--- src/rtl/lcd_rx_pkg.sv ---
// Shared constants, FSM state type and DDRAM address stepping for the
// HD44780 bus mirror (lcd_bus_receiver).
package lcd_rx_pkg;

  localparam int unsigned NUM_CELLS  = 32;
  localparam logic [7:0]  CHAR_SPACE = 8'h20;
  localparam logic [6:0]  LINE2_BASE = 7'h40;
  localparam logic [6:0]  LINE1_END  = 7'h27;
  localparam logic [6:0]  LINE2_END  = 7'h67;

  // Command opcodes are identified by their highest set bit.
  localparam logic [7:0] OP_CLEAR = 8'h01;
  localparam logic [7:0] OP_HOME  = 8'h02;
  localparam logic [7:0] OP_ENTRY = 8'h04;
  localparam logic [7:0] OP_DISP  = 8'h08;
  localparam logic [7:0] OP_CGRAM = 8'h40;
  localparam logic [7:0] OP_DDRAM = 8'h80;

  typedef enum logic [1:0] {
    ST_IDLE,
    ST_EXEC,
    ST_CLEAR
  } state_t;

  // Next DDRAM address, jumping between the two 40-byte line windows.
  function automatic logic [6:0] ac_step(input logic [6:0] ac, input logic inc);
    logic [6:0] r;
    if (inc) begin
      if (ac == LINE1_END)      r = LINE2_BASE;
      else if (ac == LINE2_END) r = 7'h00;
      else                      r = ac + 7'd1;
    end else begin
      if (ac == 7'h00)           r = LINE2_END;
      else if (ac == LINE2_BASE) r = LINE1_END;
      else                       r = ac - 7'd1;
    end
    return r;
  endfunction

endpackage

--- src/rtl/lcd_rx_sync.sv ---
// Synchronizes the LCD bus pins, measures EN-high width and flags the
// EN falling edge as either an accepted strobe or a too-short pulse.
module lcd_rx_sync #(
  parameter int unsigned MIN_EN_HIGH = 4
) (
  input  logic       clk,
  input  logic       rst,
  input  logic       en,
  input  logic       rs,
  input  logic       rw,
  input  logic [7:0] data,
  output logic       strobe_c,
  output logic       short_c,
  output logic       cap_rs,
  output logic       cap_rw,
  output logic [7:0] cap_data
);

  localparam int unsigned CW = $clog2(MIN_EN_HIGH + 1);

  logic [1:0]    en_ff;
  logic [1:0]    rs_ff;
  logic [1:0]    rw_ff;
  logic [7:0]    data_ff1;
  logic [7:0]    data_ff2;
  logic          en_d;
  logic [CW-1:0] width;
  logic          fall_c;

  // Two-flop synchronizers, saturating width counter and capture of the
  // bus lines while EN is high (so the value before the fall is held).
  always_ff @(posedge clk) begin
    if (rst) begin
      en_ff    <= '0;
      rs_ff    <= '0;
      rw_ff    <= '0;
      data_ff1 <= '0;
      data_ff2 <= '0;
      en_d     <= 1'b0;
      width    <= '0;
      cap_rs   <= 1'b0;
      cap_rw   <= 1'b0;
      cap_data <= '0;
    end else begin
      en_ff    <= {en_ff[0], en};
      rs_ff    <= {rs_ff[0], rs};
      rw_ff    <= {rw_ff[0], rw};
      data_ff1 <= data;
      data_ff2 <= data_ff1;
      en_d     <= en_ff[1];
      if (en_ff[1]) begin
        if (width != CW'(MIN_EN_HIGH)) width <= width + CW'(1);
        cap_rs   <= rs_ff[1];
        cap_rw   <= rw_ff[1];
        cap_data <= data_ff2;
      end else begin
        width <= '0;
      end
    end
  end

  assign fall_c   = en_d & ~en_ff[1];
  assign strobe_c = fall_c & (width >= CW'(MIN_EN_HIGH));
  assign short_c  = fall_c & (width <  CW'(MIN_EN_HIGH));

endmodule

--- src/rtl/lcd_bus_receiver.sv ---
// Passive HD44780 bus mirror: rebuilds the 2x16 visible DDRAM contents from
// observed write strobes. Optional violation counter: LCD_BUS_RECEIVER_VIOL_EN.
module lcd_bus_receiver
  import lcd_rx_pkg::*;
#(
  parameter int unsigned MIN_EN_HIGH = 4
) (
  input  logic         iCLK_50MHZ,
  input  logic         iRST,
  input  logic         LCD_EN,
  input  logic         LCD_RS,
  input  logic         LCD_RW,
  input  logic [7:0]   LCD_DATA,
  output logic [127:0] oLINE1,
  output logic [127:0] oLINE2,
  output logic         oDISP_ON,
  output logic         oBUSY,
  output logic         oUPDATE,
  output logic         oCMD_VALID,
  output logic [8:0]   oCMD,
  output logic [7:0]   oVIOL_CNT
);

  logic                      strobe_c, short_c, cap_rs, cap_rw;
  logic [7:0]                cap_data;
  logic                      accept_c, drop_c;
  state_t                    state, state_n;
  logic [6:0]                ac, ac_n;
  logic                      id, id_n, cg, cg_n;
  logic                      disp_n, busy_n, upd_n, valid_n;
  logic [8:0]                cmd_n;
  logic [4:0]                clr_idx, clr_n;
  logic                      wr_en;
  logic [4:0]                wr_idx;
  logic [7:0]                wr_chr;
  logic [7:0]                cmd_byte;
  logic [NUM_CELLS-1:0][7:0] cells;

  lcd_rx_sync #(.MIN_EN_HIGH(MIN_EN_HIGH)) u_sync (
    .clk      (iCLK_50MHZ),
    .rst      (iRST),
    .en       (LCD_EN),
    .rs       (LCD_RS),
    .rw       (LCD_RW),
    .data     (LCD_DATA),
    .strobe_c (strobe_c),
    .short_c  (short_c),
    .cap_rs   (cap_rs),
    .cap_rw   (cap_rw),
    .cap_data (cap_data)
  );

  assign accept_c = strobe_c & ~cap_rw;
  assign cmd_byte = oCMD[7:0];

  // Next-state, command execution and clear sequencing.
  always_comb begin
    state_n = state;
    ac_n    = ac;
    id_n    = id;
    cg_n    = cg;
    disp_n  = oDISP_ON;
    busy_n  = oBUSY;
    upd_n   = 1'b0;
    valid_n = 1'b0;
    cmd_n   = oCMD;
    clr_n   = clr_idx;
    wr_en   = 1'b0;
    wr_idx  = 5'd0;
    wr_chr  = CHAR_SPACE;
    drop_c  = 1'b0;
    case (state)
      ST_IDLE: begin
        if (accept_c) begin
          valid_n = 1'b1;
          cmd_n   = {cap_rs, cap_data};
          if (!cap_rs && cap_data == OP_CLEAR) begin
            state_n = ST_CLEAR;
            busy_n  = 1'b1;
            clr_n   = 5'd0;
          end else begin
            state_n = ST_EXEC;
          end
        end
      end
      ST_EXEC: begin
        state_n = ST_IDLE;
        if (oCMD[8]) begin
          if (!cg) begin
            if (ac[5:4] == 2'b00) begin
              wr_en  = 1'b1;
              wr_idx = {ac[6], ac[3:0]};
              wr_chr = cmd_byte;
              upd_n  = 1'b1;
            end
            ac_n = ac_step(ac, id);
          end
        end else if (|(cmd_byte & OP_DDRAM)) begin
          ac_n = cmd_byte[6:0];
          cg_n = 1'b0;
        end else if (|(cmd_byte & OP_CGRAM)) begin
          cg_n = 1'b1;
        end else if (cmd_byte[7:4] == 4'h0) begin
          if (|(cmd_byte & OP_DISP))       disp_n = cmd_byte[2];
          else if (|(cmd_byte & OP_ENTRY)) id_n   = cmd_byte[1];
          else if (|(cmd_byte & OP_HOME))  ac_n   = 7'h00;
        end
      end
      ST_CLEAR: begin
        drop_c = accept_c;
        wr_en  = 1'b1;
        wr_idx = clr_idx;
        clr_n  = clr_idx + 5'd1;
        if (clr_idx == 5'd31) begin
          state_n = ST_IDLE;
          busy_n  = 1'b0;
          upd_n   = 1'b1;
          ac_n    = 7'h00;
          id_n    = 1'b1;
        end
      end
      default: state_n = ST_IDLE;
    endcase
  end

  // State and control registers.
  always_ff @(posedge iCLK_50MHZ) begin
    if (iRST) begin
      state      <= ST_IDLE;
      ac         <= 7'h00;
      id         <= 1'b1;
      cg         <= 1'b0;
      clr_idx    <= 5'd0;
      oDISP_ON   <= 1'b0;
      oBUSY      <= 1'b0;
      oUPDATE    <= 1'b0;
      oCMD_VALID <= 1'b0;
      oCMD       <= 9'h000;
    end else begin
      state      <= state_n;
      ac         <= ac_n;
      id         <= id_n;
      cg         <= cg_n;
      clr_idx    <= clr_n;
      oDISP_ON   <= disp_n;
      oBUSY      <= busy_n;
      oUPDATE    <= upd_n;
      oCMD_VALID <= valid_n;
      oCMD       <= cmd_n;
    end
  end

  // Character buffer; reset also aborts an in-progress clear.
  always_ff @(posedge iCLK_50MHZ) begin
    if (iRST)       cells <= {NUM_CELLS{CHAR_SPACE}};
    else if (wr_en) cells[wr_idx] <= wr_chr;
  end

  for (genvar c = 0; c < 16; c++) begin : g_col
    assign oLINE1[127-8*c -: 8] = cells[c];
    assign oLINE2[127-8*c -: 8] = cells[16+c];
  end

`ifdef LCD_BUS_RECEIVER_VIOL_EN
  logic [7:0] viol_cnt;

  // Saturating count of short EN pulses and strobes dropped during a clear.
  always_ff @(posedge iCLK_50MHZ) begin
    if (iRST)                                      viol_cnt <= 8'h00;
    else if ((short_c | drop_c) && viol_cnt != 8'hFF) viol_cnt <= viol_cnt + 8'd1;
  end

  assign oVIOL_CNT = viol_cnt;
`else
  logic unused_viol;
  assign unused_viol = short_c | drop_c;
  assign oVIOL_CNT   = 8'h00;
`endif

endmodule

--- config.mk ---
export PLATFORM = sky130hd
export DESIGN_NAME = lcd_bus_receiver
export DESIGN_NICKNAME = d
export VERILOG_FILES = /design/src/rtl/lcd_rx_pkg.sv /design/src/rtl/lcd_rx_sync.sv /design/src/rtl/lcd_bus_receiver.sv
export SDC_FILE = /design/constraint.sdc
export NUM_CORES = 1
export LEC_CHECK = 0
export CAP_MARGIN = 20
export CORE_ASPECT_RATIO = 0.7
export CORE_MARGIN = 1
export CORE_UTILIZATION = 35
export DETAILED_ROUTE_END_ITERATION = 6
export GPL_ROUTABILITY_DRIVEN = 0
export GPL_TIMING_DRIVEN = 0
export SYNTH_ARGS = -nofsm -noshare
export SYNTH_HDL_FRONTEND = slang
export SYNTH_SLANG_ARGS = --single-unit
--- constraint.sdc ---
create_clock -name iCLK_50MHZ -period 2.1 [get_ports iCLK_50MHZ]
set_input_delay 0.42 -clock iCLK_50MHZ [delete_from_list [all_inputs] [get_ports iCLK_50MHZ]]
set_output_delay 0.42 -clock iCLK_50MHZ [all_outputs]
set_load 0.1 [all_outputs]
==> results.yml <==
# generated from flow reports
layout:
  nNonClkBuffers: 516
  clock_area_share_pct: 5.649
  inverters_excl_clock: 13
  lay_top_count: "dfxtp_1"
  ff_latch_area_um2: 6449
  largest_class: "flip-flops and latches"
  lay_top_cells: "311 x dfxtp_1, 232 x clkbuf_2, 121 x o21ai_1, 98 x nand3_2"
  syn_to_final_growth_pct: 59.64
run_status:
  violations: "setup timing"
  status: "finished, violations left"
detailed_routing:
  top_layer: "met4"
  wire_per_inst_um: 20.74
critical_path:
  path_class: "reg -> reg"
  crit_required_ns: 2.56
  cp-end-kind: "flop"
power:
  switchingPower_mw: 2.725
  p_int_mw: 9.538
  maxPowerGroup: "sequential cells"
  comb-power_mw: 0.298
run:
  warnings: 34
synthesis:
  ys_sh_aoi_pct: 13.55
  ys_sh_xor_pct: 0.7427
  ys_cells: 1277
  topCellsByArea: "dfxtp_1 54%, o21ai_0 8.8%, nand3_1 7.6%"
  synthCells: 1277
  adder_share_pct: 1.061
  ys_seq_elements: 321
clocking:
  cts_root_buf: "clkbuf_16"
  clock-sinks: 321
  numCtsBuffers: 31
place:
  hpwlAfterDp_mm: 29.26
grt:
  grt_overflow: 0
  grt_pass1_vias: 10836
  grt_max_degree: 16
  grt_antenna_before_repair: 0
  use_met2_pct: 36.68
  grt_pass1_wl_mm: 65.57
final_timing:
  fin_ws_ns: -0.2325
  setup_viol: 251
floorplan:
  initial_core_util_pct: 36.00
==> sequential cells by signal (all words and copies together) (netlist names), 2 cells and up <==
name and flops:
ac 7, clr_idx 5, oCMD 9, oLINE1 128, oLINE2 128, state 2
u_sync.cap_data 8, u_sync.data_ff1 8, u_sync.data_ff2 8, u_sync.en_ff 2, u_sync.rs_ff 2, u_sync.rw_ff 2
u_sync.width 3
==> worst max-delay path, delay by kind of cell, from the launching register on <==
kind | cells | cell delay, ns
buffers and inverters | 6 | 0.79
AND-OR/OR-AND | 3 | 0.47
AND/OR/NAND/NOR | 3 | 0.44
flip-flops | 1 | 0.34
adder cells (fa/ha/maj) | 1 | 0.15
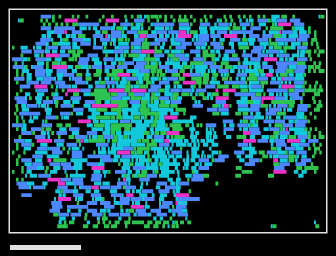
Figure 1: placement by cell class.
Scale bar: 50 um.
cyan -> remaining logic cells  # cells 853, share of their area 35%
green -> remaining buffers and delay cells  # cells 516, share of their area 24%
magenta -> clock drivers and dummy loads  # cells 58, share of their area 5.8%
blue -> registers  # cells 321, share of their area 35%
Final Core Density: 57.47%
Cell Rows: 55
Core ar.: 32760 um^2
finished layout cell area: 18830 um^2

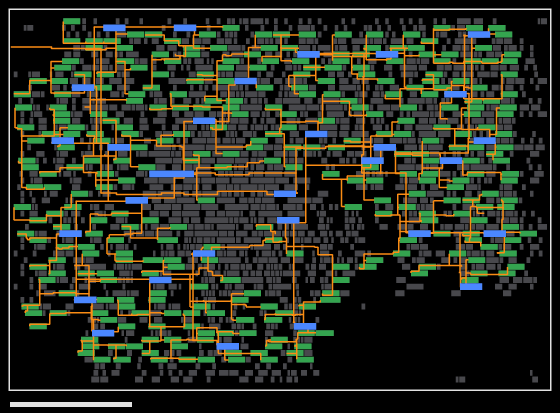
Figure 2: routed clock nets over the placement.
Scale bar: 50 um.
orange -> clock wires  # length 4000 um
green -> flip-flops  # count 321
blue -> clock-net drivers  # count 31
flops lie = widely spread

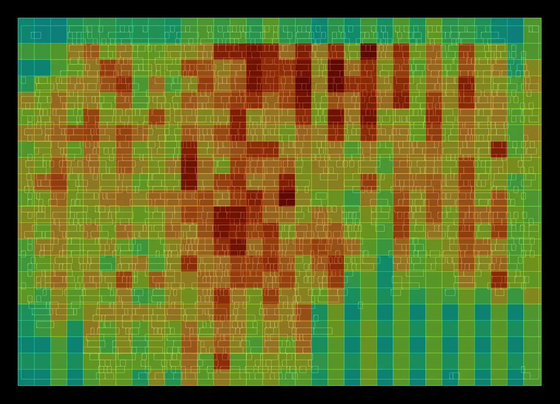
Figure 3: track usage over the die.
grt peak-use layer: met2
GRT Total Usage: 24.55%

No activity file was given, so power comes from the tool's default toggle rates.
